$ cat config.mk
export PLATFORM = sky130hd
export DESIGN_NAME = apple_spawner
export DESIGN_NICKNAME = d
export VERILOG_FILES = /design/src/rtl/apple_spawner.sv
export SDC_FILE = /design/constraint.sdc
export NUM_CORES = 1
export LEC_CHECK = 0
export CORE_AREA = 2 2 74 76
export DETAILED_ROUTE_END_ITERATION = 16
export DIE_AREA = 0 0 76 78
export PLACE_DENSITY_LB_ADDON = 0.25
export SLEW_MARGIN = 30
export SYNTH_ARGS = -nofsm -noshare
export SYNTH_HDL_FRONTEND = slang
export SYNTH_SLANG_ARGS = --single-unit
$ cat constraint.sdc
create_clock -name clk -period 2.8 [get_ports clk]
set_input_delay 0.42 -clock clk [delete_from_list [all_inputs] [get_ports clk]]
set_output_delay 0.42 -clock clk [all_outputs]
set_load 0.05 [all_outputs]
$ cat src/rtl/apple_spawner.sv
// apple_spawner: picks a random free grid cell for the apple via an LFSR and
// a req/ack occupancy query, then publishes its pixel position to the renderer.
module apple_spawner #(
    parameter int          BIT       = 10,
    parameter int          SIZE      = 10,
    parameter int          GRID_W    = 64,
    parameter int          GRID_H    = 48,
    parameter int          MAX_TRIES = 8,
    parameter logic [15:0] SEED      = 16'hACE1,
    parameter int          INIT_X    = 320,
    parameter int          INIT_Y    = 240
) (
    input  logic           clk,
    input  logic           rst,
    input  logic           i_eaten,
    output logic           o_query_req,
    output logic [BIT-1:0] o_query_x,
    output logic [BIT-1:0] o_query_y,
    input  logic           i_query_ack,
    input  logic           i_query_hit,
    output logic [BIT-1:0] o_apple_x,
    output logic [BIT-1:0] o_apple_y,
    output logic           o_apple_valid,
    output logic           o_spawn_done,
    output logic           o_spawn_fail
);
    localparam int TW = $clog2(MAX_TRIES + 1);

    typedef enum logic [1:0] {IDLE, GEN, QUERY} state_t;

    state_t          r_state;
    state_t          w_next;
    logic [15:0]     r_lfsr;
    logic [TW-1:0]   r_tries;
    logic [5:0]      w_cx;
    logic [5:0]      w_cy_raw;
    logic [5:0]      w_cy;
    logic [BIT-1:0]  w_px;
    logic [BIT-1:0]  w_py;
    logic            w_ack;
    logic            w_last;

    assign w_cx     = r_lfsr[5:0] & 6'(GRID_W - 1);
    assign w_cy_raw = r_lfsr[11:6];
    // one subtraction folds the 6-bit row into range since GRID_H >= 32
    assign w_cy     = ({1'b0, w_cy_raw} >= 7'(GRID_H)) ? w_cy_raw - 6'(GRID_H) : w_cy_raw;
    assign w_px     = BIT'(w_cx) * BIT'(SIZE);
    assign w_py     = BIT'(w_cy) * BIT'(SIZE);
    assign w_ack    = (r_state == QUERY) && i_query_ack;
    assign w_last   = r_tries >= TW'(MAX_TRIES);

    always_ff @(posedge clk) begin
        if (rst) r_state <= IDLE;
        else     r_state <= w_next;
    end

    always_comb begin
        w_next = IDLE;
        if (r_state == IDLE)
            w_next = i_eaten ? GEN : IDLE;
        else if (r_state == GEN)
            w_next = QUERY;
        else if (r_state == QUERY)
            w_next = !w_ack ? QUERY : (i_query_hit && !w_last) ? GEN : IDLE;
    end

    always_ff @(posedge clk) begin
        if (rst) begin
            r_lfsr        <= SEED;
            r_tries       <= '0;
            o_query_req   <= 1'b0;
            o_query_x     <= '0;
            o_query_y     <= '0;
            o_apple_x     <= BIT'(INIT_X);
            o_apple_y     <= BIT'(INIT_Y);
            o_apple_valid <= 1'b1;
            o_spawn_done  <= 1'b0;
            o_spawn_fail  <= 1'b0;
        end else begin
            r_lfsr       <= r_lfsr[0] ? ((r_lfsr >> 1) ^ 16'hB400) : (r_lfsr >> 1);
            o_spawn_done <= 1'b0;
            o_spawn_fail <= 1'b0;
            if (r_state == IDLE && i_eaten) begin
                o_apple_valid <= 1'b0;
                r_tries       <= '0;
            end
            if (r_state == GEN) begin
                o_query_x   <= w_px;
                o_query_y   <= w_py;
                r_tries     <= r_tries + 1'b1;
                o_query_req <= 1'b1;
            end
            if (w_ack) begin
                o_query_req <= 1'b0;
                if (!i_query_hit || w_last) begin
                    o_apple_x     <= o_query_x;
                    o_apple_y     <= o_query_y;
                    o_apple_valid <= 1'b1;
                    o_spawn_done  <= 1'b1;
                    o_spawn_fail  <= i_query_hit;
                end
            end
        end
    end
endmodule

**Run 1: sequential cells coloured by netlist name**

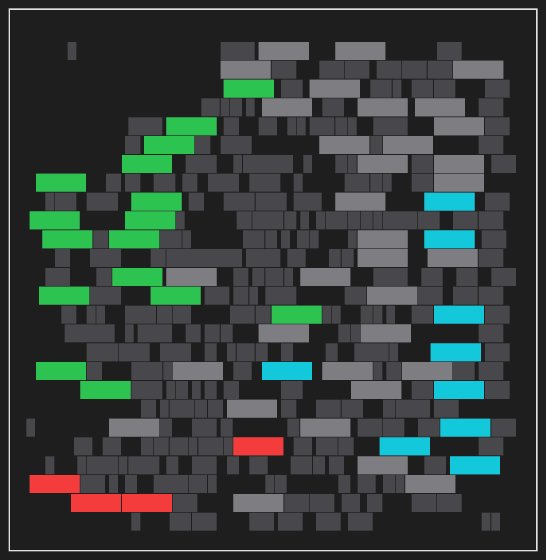
red -> r_tries  # flops 4, where bottom left
green -> r_lfsr  # flops 16
cyan -> o_apple_x  # flops 9
sequential power: 0.000959 W
fin util: 63.33%
sequential share of cell area: 38.87%

**Run 1: drive-strength map**

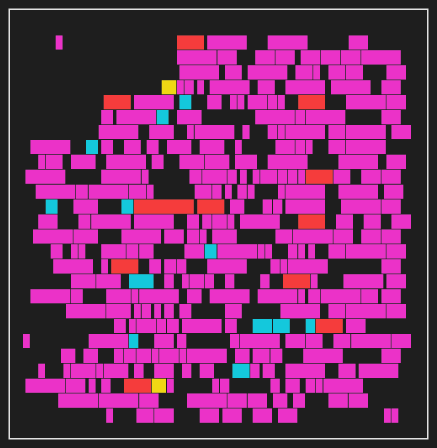
magenta -> x1 and smaller  # cells 278
red -> x6 and larger  # cells 11
cyan -> x2  # cells 12
yellow -> x3 and x4  # cells 2
final setup margin: 0.6813 ns
Final Cell Area: 3193 sq um
Layout area overhead: 25.04%

**Run 1: cell area per tile**

The die is cut into 8 by 8 equal tiles; black is low, pale yellow is high, 0 to 100% covered.
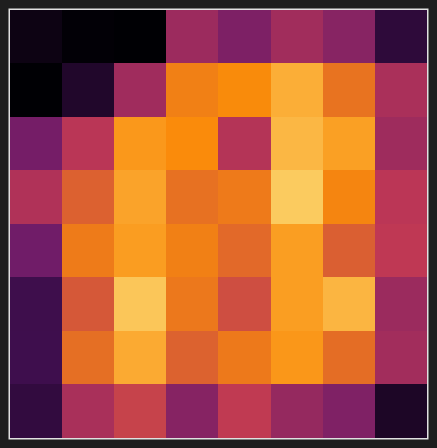
fullest tile = 89%
nearly empty tiles = 4.7%
mean over tiles = 52%
emptiest ninth of the die = top left
tiles over 75% full = 20%
Starting Density: 50.65%
core region area: 5042 sq um

**Run 1: placed cells, one colour a class**

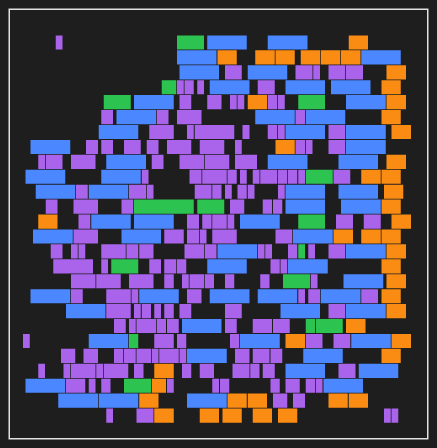
purple -> remaining logic cells  # cells 181, share of their area 40%
orange -> remaining buffers and delay cells  # cells 45, share of their area 14%
green -> clock drivers and dummy loads  # cells 15, share of their area 6.1%
blue -> registers  # cells 62, share of their area 40%
Rows: 26

==> results.ini, run 1 <==
[run_status]
status = finished clean

[finish]
regArea_sq_um = 1241
largest_class = registers
clkCellAreaFrac_pct = 5.917
fin_cells = 373

[clock_tree]
cts_sinks = 62
cts_resized = 0
cts_tree = yes
cts_buffer_depth = 2

[worst_setup_path]
r2r_cells = 6
cp_slowest_stage_delay_ns = 0.35
critical_path.startpoint = r_lfsr[11]

[synth]
ys_chip_area_sq_um = 2554
area_leaders = dfxtp_1 49%, ha_1 8.8%, a22o_1 4.1%, nand2_1 4.0%, a21oi_1 3.3%
ys_sh_mux_pct = 0.7839
top_cells_by_count = 62 x dfxtp_1, 27 x nand2_1, 18 x ha_1, 17 x a21oi_1
edf_count = 0
ys_sh_xor_pct = 1.372

[sta]
fin_crit_sh_pct = 75.67
setup_viol = 0
rsz0062_at_grt = no
hold_viol = 0
tightest_slew_ns = 0.7806
fin_crit_ns = 2.119
fin_skew_ns = 0.009290

[detailed_routing]
first_pass_iters = 4
post-route-drc-count = 0

[placed_design]
hpwl_mm = 3.632
place_congestion = 0.8091

[power_and_ir_drop]
p_total_w = 0.002007
peakVddDrop_v = 0.0003076

[die]
ios = 49
nWellTaps = 70

[worst_hold_path]
min_from = r_lfsr[12]
min_to = r_lfsr[11]

[grt]
grt_max_degree = 42
grt_overflow = 0
antenna_found_initial = 0

[run]
warning_count = 28

run 1: per-stage QoR:
step           hold slack (ns)  util (%)  setup slack [ns]
2_1_floorplan           0.3895         -            0.8360
3_3_place_gp            0.3935     59.58            0.7532
3_5_place_dp            0.4006     59.58            0.6984
4_1_cts                 0.4159     63.33            0.6763
5_1_grt                 0.4326     63.33            0.5749
6_report                0.4140     63.33            0.6813
run 1: power by group:
group | leakage (nW) | internal, W | switching [W]
registers | 0.507 | 0.000924 | 0.0000351
logic | 0.702 | 0.000105 | 0.000191
clock network | 0.0952 | 0.000427 | 0.000325
total | 1.30 | 0.00146 | 0.000551
run 1: metal layers:
metal,global-route usage [%],part of all wire [%]
met4,10.36,1.7
met1,25.15,49
met5,0,0
met3,5.000,4.8
met2,28.04,44
**Run 1: congestion heat map**

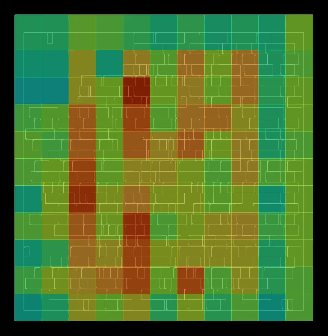

==> run 2: changes to the inputs <==
--- a/config.mk
+++ b/config.mk
@@ -5,9 +5,9 @@
 export SDC_FILE = /design/constraint.sdc
 export NUM_CORES = 1
 export LEC_CHECK = 0
-export CORE_AREA = 2 2 74 76
+export CORE_AREA = 2 2 78 80
 export DETAILED_ROUTE_END_ITERATION = 16
-export DIE_AREA = 0 0 76 78
+export DIE_AREA = 0 0 80 82
 export PLACE_DENSITY_LB_ADDON = 0.25
 export SLEW_MARGIN = 30
 export SYNTH_ARGS = -nofsm -noshare
==> constraint.sdc (replaced) <==
create_clock -name clk -period 1.85 [get_ports clk]
set_input_delay 0.2775 -clock clk [delete_from_list [all_inputs] [get_ports clk]]
set_output_delay 0.2775 -clock clk [all_outputs]
set_load 0.05 [all_outputs]
**Run 2: congestion heat map**

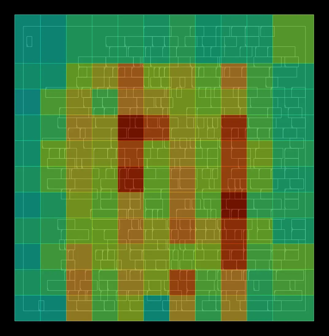
Routed WL per cell: 13.63 um
met2 GRT Util: 26.58%
grt met1 use: 24.20%

**Run 2: cell area per tile**

The die is cut into 8 by 8 equal tiles; black is low, pale yellow is high, 0 to 100% covered.
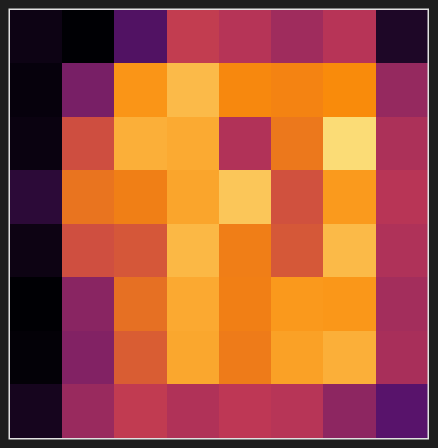
fin util: 61.28%
core region area: 5746 sq um
Starting Density: 44.45%

==> results.ini, run 2 <==
[run_status]
status = finished clean  ; unchanged

[worst_setup_path]
criticalPathCategory = flip-flop to output port  ; was flip-flop to flip-flop
cp_top_family = buffers and inverters  ; was adder cells
crit_chain = clkdlybuf4s50_1  ; was nor2b_1 > ha_1 > ha_1 > and3_1 > o211a_1 > a311o_1
critical_path.startpoint = o_query_y[9]  ; was r_lfsr[11]
cp_slowest_stage_delay_ns = 0.82  ; was 0.35 ns
r2r_cells = 7  ; was 6
arrival_ns = 1.53  ; was 2.34 ns

[detailed_routing]
top_layer_used = met4  ; unchanged
first_pass_iters = 4  ; unchanged
post-route-drc-count = 0  ; unchanged
drtAntennaViolNets = 0  ; unchanged
wl_met1_mm = 2.704  ; was 2.574 mm
met3_length_um = 267  ; was 250 um
vias_per_cell = 4.985  ; was 5.134
wl_met2_mm = 2.338  ; was 2.330 mm
drtIter0Drc = 89  ; was 90

[grt]
grt_max_degree = 28  ; was 42
grt_overflow = 0  ; unchanged
use_met3_pct = 3.297  ; was 5.000%
top_usage_layer = met2  ; unchanged
grt_use_total_pct = 17.61  ; was 18.90%
antenna_found_initial = 0  ; unchanged

[sta]
slew_headroom_pct = 58.46  ; was 47.96%
fin_skew_ns = 0.007264  ; was 0.009290 ns
setup_viol = 0  ; unchanged
tns_ns = 0  ; unchanged
tightest_slew_ns = 0.6189  ; was 0.7806 ns
hold_viol = 0  ; unchanged
fin_crit_ns = 1.807
fin_crit_sh_pct = 97.65

[die]
ios = 49  ; unchanged
nWellTaps = 75  ; was 70
core.rowCount = 28  ; was 26

[finish]
lay_top_count = dfxtp_1  ; unchanged
syn2layout_area_growth_pct = 37.87  ; was 25.04%
clockBufferCount = 9  ; was 11
nonClkBufAreaFrac_pct = 17.13  ; was 14.03%
fin_nets = 342  ; was 324
fin_cells = 397  ; was 373
nMultiInputCombCells = 174  ; unchanged
logic_area_sq_um = 1314  ; was 1201 sq um
clkCellAreaFrac_pct = 6.716  ; was 5.917%
fin_area_sq_um = 3521  ; was 3193 sq um
largest_class = multi-input combinational cells  ; was registers
signal_buffers = 63  ; was 45

[power_and_ir_drop]
p_seq_share_pct = 42.8  ; was 47.8%
switching_power_w = 0.0008829  ; was 0.0005509 W
peakVddDrop_v = 0.0004178  ; was 0.0003076 V
combPwrFrac_pct = 15.9  ; was 14.7%
p_total_w = 0.003389  ; was 0.002007 W
internal_power_w = 0.002506  ; was 0.001456 W
powerComb_w = 0.000538  ; was 0.000296 W
power_leader = registers  ; unchanged
p_sw_share_pct = 26.05  ; was 27.45%
pwr-share-clk_pct = 41.3  ; was 37.5%
pg_clk_w = 0.00140  ; was 0.000752 W

[clock_tree]
root_buffer = clkbuf_8  ; unchanged
cts_resized = 5  ; was 0
numCtsBuffers = 9  ; unchanged
cts_tree = yes  ; unchanged
cts_sinks = 62  ; unchanged
cts_buffer_depth = 2  ; unchanged
hold_buffers = 0  ; unchanged

[synth]
area_leaders = dfxtp_1 49%, ha_1 8.8%, a22o_1 4.1%, nand2_1 4.0%, a21oi_1 3.3%  ; unchanged
ys_seq_share_pct = 48.60  ; unchanged
top_cells_by_count = 62 x dfxtp_1, 27 x nand2_1, 18 x ha_1, 17 x a21oi_1  ; unchanged
ys_cells = 257  ; unchanged
edf_count = 0  ; unchanged
top_cell = dfxtp_1  ; unchanged
synth.distinct_cells = 48  ; unchanged
ys_chip_area_sq_um = 2554  ; unchanged

[worst_hold_path]
whs_path_depth = 1  ; unchanged
min_to = r_lfsr[11]  ; unchanged
min_from = r_lfsr[12]  ; unchanged

[placed_design]
hpwl_mm = 3.897  ; was 3.632 mm
place_congestion = 0.8855  ; was 0.8091

[run]
warning_count = 28  ; unchanged

**Run 2: sequential cells coloured by netlist name**

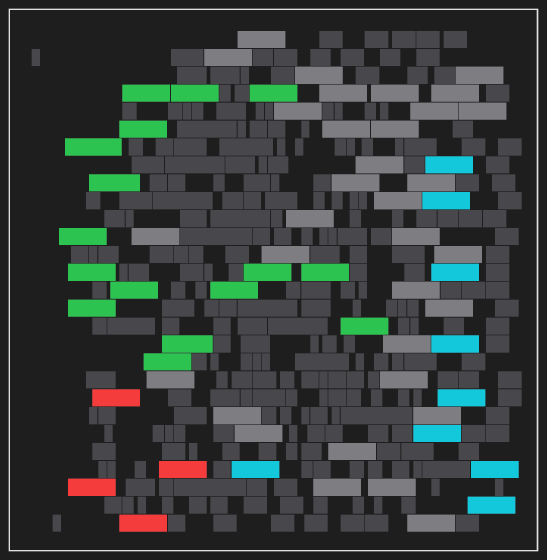
cyan -> o_apple_x  # flops 9
green -> r_lfsr  # flops 16
red -> r_tries  # flops 4, where bottom left
Sequential Area: 1247 sq um
sequential share of cell area: 35.43%
sequential power: 0.00145 W

## run 2: metrics by stage
stage,setup slack [ns],hold WS (ns)
after floorplan,0.01689,0.3894
after global placement,-0.006145,0.4010
after detailed placement,-0.07435,0.4140
after CTS,0.02276,0.4308
after global routing,-0.01231,0.4566
final,0.04346,0.4305
## run 2: logic make-up (layout without fill, tap and decap cells)
group,Yosys count,after routing,share of synthesized area [%]
xor gates and xnor gates,4,4,1.372
AOI/OAI and AO/OA,59,59,16.51
and+or+nand+nor,85,85,17.39
adders and majority gates,20,20,10.39
other,1,4,0.1468
DFF,62,62,48.60
buffers and inverters,24,86,4.802
muxes,2,2,0.7840
**Run 2: drive-strength map**

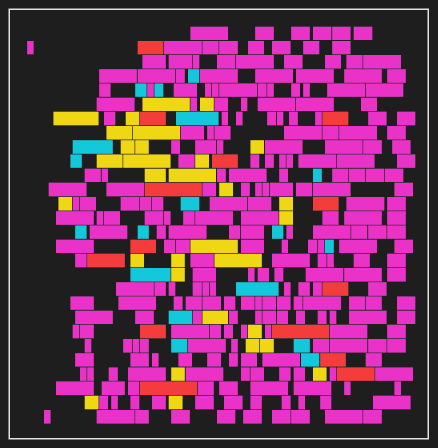

==> run 3: changes to the inputs <==
==> constraint.sdc (replaced) <==
create_clock -name clk -period 1.85 [get_ports clk]
set_input_delay 0.185 -clock clk [delete_from_list [all_inputs] [get_ports clk]]
set_output_delay 0.185 -clock clk [all_outputs]
set_load 0.05 [all_outputs]
**Run 3: drive-strength map**

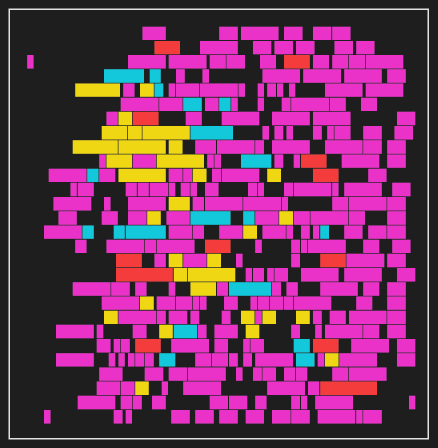
cyan -> x2  # cells 19
magenta -> x1 and smaller  # cells 259
yellow -> x3 and x4  # cells 32
red -> x6 and larger  # cells 12
count of non-CTS buffers in the layout: 63
Layout area overhead: 36.55%
final setup margin: 0.03070 ns

**Run 3: congestion heat map**

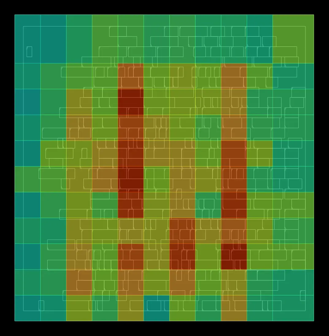
grt met1 use: 25.03%
met2 GRT Util: 26.83%
GR peak layer: met2
fin util: 60.69%
Routed WL per cell: 14.12 um

**Run 3: placed cells, one colour a class**

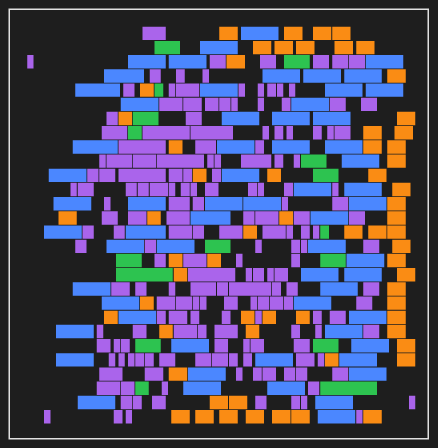
Final Cell Area: 3487 sq um
Rows: 28

==> results.ini, run 3 <==
[sta]
hold_viol = 0  ; unchanged
slew_headroom_pct = 58.02  ; was 58.46%
hold_slack_ns = 0.4157  ; was 0.4305 ns
fin_crit_ns = 1.819  ; was 1.807 ns
fin_skew_ns = 0.007772  ; was 0.007264 ns

[grt]
use_met3_pct = 5.055  ; was 3.297%
antenna_found_initial = 0  ; unchanged
grt_use_total_pct = 18.41  ; was 17.61%

[finish]
nMultiInputCombCells = 174  ; unchanged
clockBufferCount = 10  ; was 9
fin_cells = 397  ; unchanged
regArea_sq_um = 1252  ; was 1247 sq um
largest_class = multi-input combinational cells  ; unchanged
seq_share_pct = 35.92  ; was 35.43%
clkCellAreaFrac_pct = 6.387  ; was 6.716%
logic_area_sq_um = 1309  ; was 1314 sq um
fin_nets = 342  ; unchanged
lay_top_count = dfxtp_1  ; unchanged

[synth]
post_synth_main_logic_family = simple AND/OR/NAND/NOR gates  ; unchanged
ys_seq_share_pct = 48.60  ; unchanged
ys_sh_xor_pct = 1.372  ; unchanged
aoi_share_pct = 16.51  ; unchanged
top_cell = dfxtp_1  ; unchanged
ys_cells = 257  ; unchanged
synth.distinct_cells = 48  ; unchanged
ys_sh_mux_pct = 0.7839  ; unchanged
ys_sh_adder_pct = 10.39  ; unchanged
edf_count = 0  ; unchanged
area_leaders = dfxtp_1 49%, ha_1 8.8%, a22o_1 4.1%, nand2_1 4.0%, a21oi_1 3.3%  ; unchanged

[run_status]
status = finished clean  ; unchanged

[die]
nWellTaps = 75  ; unchanged
fp-utilization_pct = 44.45  ; unchanged
ios = 49  ; unchanged
fp.coreArea_sq_um = 5746  ; unchanged

[placed_design]
place_ws_ns = -0.02420  ; was -0.07435 ns
hpwl_mm = 3.978  ; was 3.897 mm
place_congestion = 0.8572  ; was 0.8855

[power_and_ir_drop]
p_seq_share_pct = 43.8  ; was 42.8%
pwr-share-clk_pct = 39.9  ; was 41.3%
p_sw_share_pct = 27.26  ; was 26.05%
power_leader = registers  ; unchanged
internal_power_w = 0.002405  ; was 0.002506 W
pg_clk_w = 0.00132  ; was 0.00140 W
combPwrFrac_pct = 16.3  ; was 15.9%
seq_power_w = 0.00145  ; about the same
switching_power_w = 0.0009015  ; was 0.0008829 W
peakVddDrop_v = 0.0004753  ; was 0.0004178 V

[clock_tree]
hold_buffers = 0  ; unchanged
numCtsBuffers = 9  ; unchanged
cts_resized = 5  ; unchanged

[worst_setup_path]
r2r_cells = 6  ; was 7
arrival_ns = 2.06  ; was 1.53 ns

[worst_hold_path]
whs_path_depth = 1  ; unchanged

[detailed_routing]
first_pass_iters = 4  ; unchanged
top_layer_used = met4  ; unchanged
wl_met1_mm = 2.825  ; was 2.704 mm
post-route-drc-count = 0  ; unchanged
drtIter0Drc = 126  ; was 89
drtAntennaViolNets = 0  ; unchanged

[run]
warning_count = 28  ; unchanged

run 3: worst max-delay path: stages, from the launching register on:
cell and delay, ns:
dfxtp_4 0.37, nor2b_4 0.17, ha_4 0.21, ha_4 0.23, a21o_1 0.21, o211a_1 0.21, a311o_1 0.30
run 3: worst min-delay path by stage:
stage / from / to
2_1_floorplan: i_query_hit / o_spawn_fail
3_3_place_gp: r_lfsr[12] / r_lfsr[11]
3_5_place_dp: r_lfsr[12] / r_lfsr[11]
4_1_cts: r_lfsr[12] / r_lfsr[11]
5_1_grt: r_lfsr[12] / r_lfsr[11]
6_report: r_lfsr[12] / r_lfsr[11]
Power figures rest on the tool's default switching activity, not on a simulated workload.
